### Metal layers overlaid

Drawn at 4 px/um.
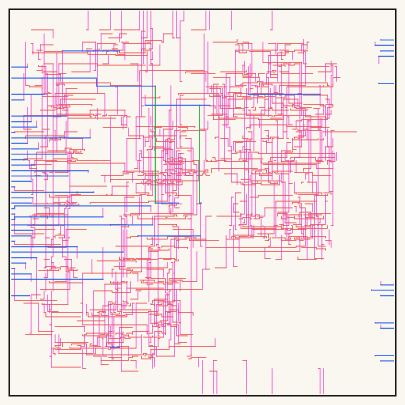
### Cell area per tile

Drawn at 4 px/um. 10 x 10 tiles, from white (low) to dark blue (high), 0 to 100% covered.
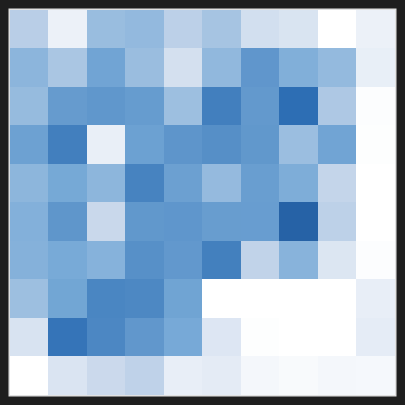
### Clock nets

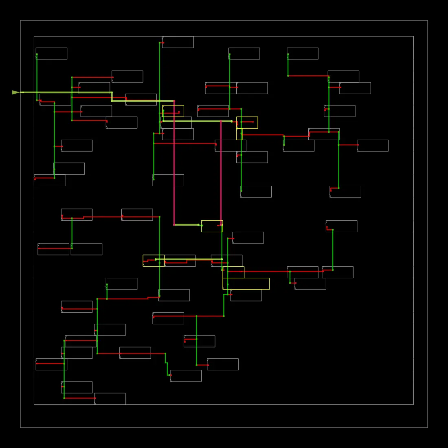
### Where the registers sit

Drawn at 4 px/um. Other sequential cells in the stronger gray, the rest of the logic in the fainter gray.
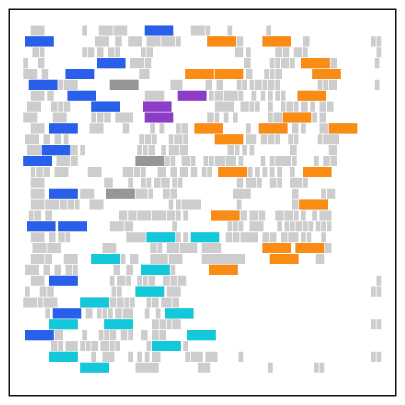
==> config.mk <==
export PLATFORM = sky130hd
export DESIGN_NAME = mdio_poll_seq
export DESIGN_NICKNAME = d
export VERILOG_FILES = /design/src/rtl/mdio_poll_seq.sv
export SDC_FILE = /design/constraint.sdc
export NUM_CORES = 1
export LEC_CHECK = 0
export ABC_AREA = 1
export CAP_MARGIN = 20
export CORE_MARGIN = 3
export CORE_UTILIZATION = 35
export CTS_CLUSTER_SIZE = 25
export DETAILED_ROUTE_END_ITERATION = 8
export SYNTH_ARGS = -nofsm -noshare
export SYNTH_HDL_FRONTEND = slang
export SYNTH_SLANG_ARGS = --single-unit
==> constraint.sdc <==
create_clock -name CLK -period 1.83 [get_ports CLK]
set_input_delay 0.183 -clock CLK [delete_from_list [all_inputs] [get_ports CLK]]
set_output_delay 0.183 -clock CLK [all_outputs]
set_load 0.02 [all_outputs]
==> impl_metrics.tcl <==
# implementation run metrics
set metrics [dict create \
    outcome "complete, no violations" \
    ys.flops 55 \
    fp.dieH_um 96.2 \
    io_buffers 45 \
    top_layer "met4" \
    final_area_um2 3420 \
    setup_viol 0 \
    edf_count 0 \
    chipArea_um2 9260 \
    top_cell_area_share_pct 38.6 \
    largest_register_ffs 20 \
    clock-sinks 55 \
    grt_pass1_vias 2445 \
    yosysWarnings 0 \
    powerDensity_nw_per_um2 885 \
    rows 32 \
    internal_power_mw 2.02 \
    synthFlopType "dfxtp_1" \
    slew_violations 0 \
    reg2reg_slack_ns 0.26 \
    vias_per_cell 4.62 \
    cp.required_ns 1.65 \
    worstSetupPathDepth 3 \
    dp_hpwl_mm 4.79 \
    dr_wl_met3_um 510 \
    crit_type "reg -> out" \
    clockBufferDepth 2 \
    worst_path_max_delay_cell "clkdlybuf4s50_1" \
    ys_async_sr_fraction_pct 0 \
    worstPathMaxFanout 5 \
    nets 470 \
    synth_seq_share_pct 38.6 \
    grt_pass1_wl_mm 10.8 \
    rsz0062_at_grt "false" \
    cpLargestDelayFamily "buffers and inverters" \
    clock_latency_ns 0.30 \
    fin_crit_ns 1.74 \
    avgSynthCellArea_um2 7.13 \
    cpPeakStageDelay_ns 0.63 \
    cts_hold_buffers 0 \
    hold_viol 0 \
    fp.dieW_um 96.2 \
    tns_ns 0 \
    max_freq_mhz 576 \
    ys_cells 400 \
    ctsHtreeMaxLevel 2 \
    maxCapViolations 0 \
    grt_max_degree 19 \
    antenna_found_initial 0 \
    end_kind "primary output" \
    startpoint_type "flip-flop" \
    area_leaders "dfxtp_1, nand2_1, a21oi_1" \
    whs_path_depth 3 \
    top_area_cell "dfxtp_1" \
    ant_nets 0 \
    power_mw 3.02 \
    postSynthCellCount 400 \
    synth_chip_area_um2 2850 \
    antenna_cells 0 \
    drt_iter0_drc 56 \
    cts_root_buffer "clkbuf_8" \
    overflow 0 \
    ys_types 31 \
    warnings 28 \
    met2WireLength_mm 2.93 \
    dpl_worst_slack_ns 0.249 \
    cts_tree "yes" \
    fin_crit_sh_pct 94.8 \
    post_cts_buffers 0 \
    hold_class "in -> reg" \
    clk_transition_reported_paths_ns 0.10 \
    cts-resized-gates 4 \
    drive_gt1_share_pct 8.31 \
    wl_met1_mm 2.77 \
    swShare_pct 33.2 \
    crit_chain "nand2_1 > inv_1 > clkdlybuf4s50_1" \
    boundaryPins 69 \
    netlist_area_um2 2850 \
    switching_power_mw 1.00 \
    place.gp.congestion 0.821 \
    drc_errors 0 \
    drt-pass1-iter-count 4 \
    fin_ws_ns 0.0948 \
    reg2reg_depth 8 \
    seq_power_share_pct 44.6 \
    combPwrFrac_pct 29.4 \
    p_leak_nw 1.22 \
    cp.arrival_ns 1.55 \
    post_dp_cell_area_um2 3320 \
    worst-path-buf-inv 2 \
    area_growth_pct 19.8 \
    clockPowerShare_pct 26.0 \
    vdd_drop_max_v 0.000422 \
]
Notes on 'Metal layers overlaid' above:
| layer | color | wire length |
|---|---|---|
| metal 3 | blue | 510 um |
| metal 2 | magenta | 2,930 um |
| metal 1 | red | 2,770 um |
| metal 4 | green | 53.7 um |
detailed-route wire length: 6.26 mm
Vias: 2,527
DR WL/cell: 11.4 um
All-Layer GR Usage: 14.5%

Notes on 'Cell area per tile' above:
densest ninth of the die: middle
nearly empty tiles: 14%
mean over tiles: 36%
emptiest ninth of the die: bottom right
Initial Util: 36.5%
core area: 7810 um^2

Notes on 'Clock nets' above:
skew final: 0.00830 ns
sequential cells: 55
TritonCTS buffer count: 5

Notes on 'Where the registers sit' above:
| name in the netlist | color | sequential cells |
|---|---|---|
| ivl_cnt | orange | 20 |
| state | purple | 3 |
| tmo_cnt | cyan | 13 |
| STATUS | blue | 16 |
not colored: 3
register share of the cell area: 32.2%
final core occ: 43.8%
register area: 1100 um^2
Flop+latch power: 1.35 mW

-- cells in the final DEF (no fill, tap or decap), types with 3 or more instances in the layout --
cell type / count
inv_1: 46
nand2_1: 73
buf_4: 6
nand4_1: 11
ha_1: 4
a21oi_1: 46
conb_1: 23
nor2_2: 3
clkbuf_8: 5
nand3_2: 3
dlygate4sd2_1: 4
nand3_1: 32
nand2_2: 9
or2_0: 4
nor3_1: 11
nor2_1: 33
clkdlybuf4s50_1: 41
dfxtp_1: 55
o21ai_0: 12
xor2_1: 5
-- metal layers --
metal | up-vias | global-route usage (%)
met5 | - | 0
met4 | 0 | 3.91
met3 | 4 | 5.55
met2 | 60 | 24.2
met1 | 1120 | 17.2
li1 | 1343 | -
-- area by class of cell --
cell class,instances,area [um^2]
inverters,48,180
multi-input cells,284,1410
repair buffers,51,490
fillers,793,4390
clock inverters,1,30.0
well taps,102,128
flip-flops and latches,55,1100
clock buffers,6,72.6
-- synthesized netlist by cell type (2+ instances only) --
cell and number:
nand3_2 3, nand3b_1 2, buf_2 4, nor3_1 11
nand2_2 9, dfxtp_1 55, a21oi_1 46, or2_2 2
nor2_2 3, buf_4 27, or2_0 4, nor2_1 33
xor2_1 5, inv_1 46, nor2_4 2, inv_2 2
o21ai_0 12, a31oi_1 2, ha_1 4, nand2_1 73
nand4_1 11, conb_1 2, clkbuf_1 3, nand3_1 32
-- cell families after synthesis --
kind of cell	share of synthesized area, %
simple gates	31.2
flops	38.6
xor+xnor	1.54
buf+inv	14.5
fa+ha+maj	1.76
compound gates	12.1
other cells	0.263
-- worst reg2reg max path, delay by kind of cell (launching register included) --
family / cells / cell delay [ns]
AOI/OAI and AO/OA: 1 / 0.11
adders and majority gates: 1 / 0.26
DFF: 1 / 0.39
and+or+nand+nor: 6 / 0.76
-- per-stage QoR --
stage | hold slack (ns) | utilization, % | instances
floorplan | 0.280 | - | 421
global placement | 0.448 | 42.5 | 540
detailed placement | 0.454 | 42.5 | 540
CTS | 0.435 | 43.8 | 547
global route | 0.443 | 43.8 | 547
finish | 0.451 | 43.8 | 547
-- power by group through the flow --
stage	Clock [mW]	Combinational (mW)	Sequential, mW
6_report	0.784	0.890	1.35
5_1_grt	0.858	0.998	1.36
4_1_cts	0.824	0.902	1.35
3_5_place_dp	0	0.927	1.37
3_3_place_gp	0	0.921	1.37
2_1_floorplan	0	0.601	1.41
Power figures rest on the tool's default switching activity, not on a simulated workload.
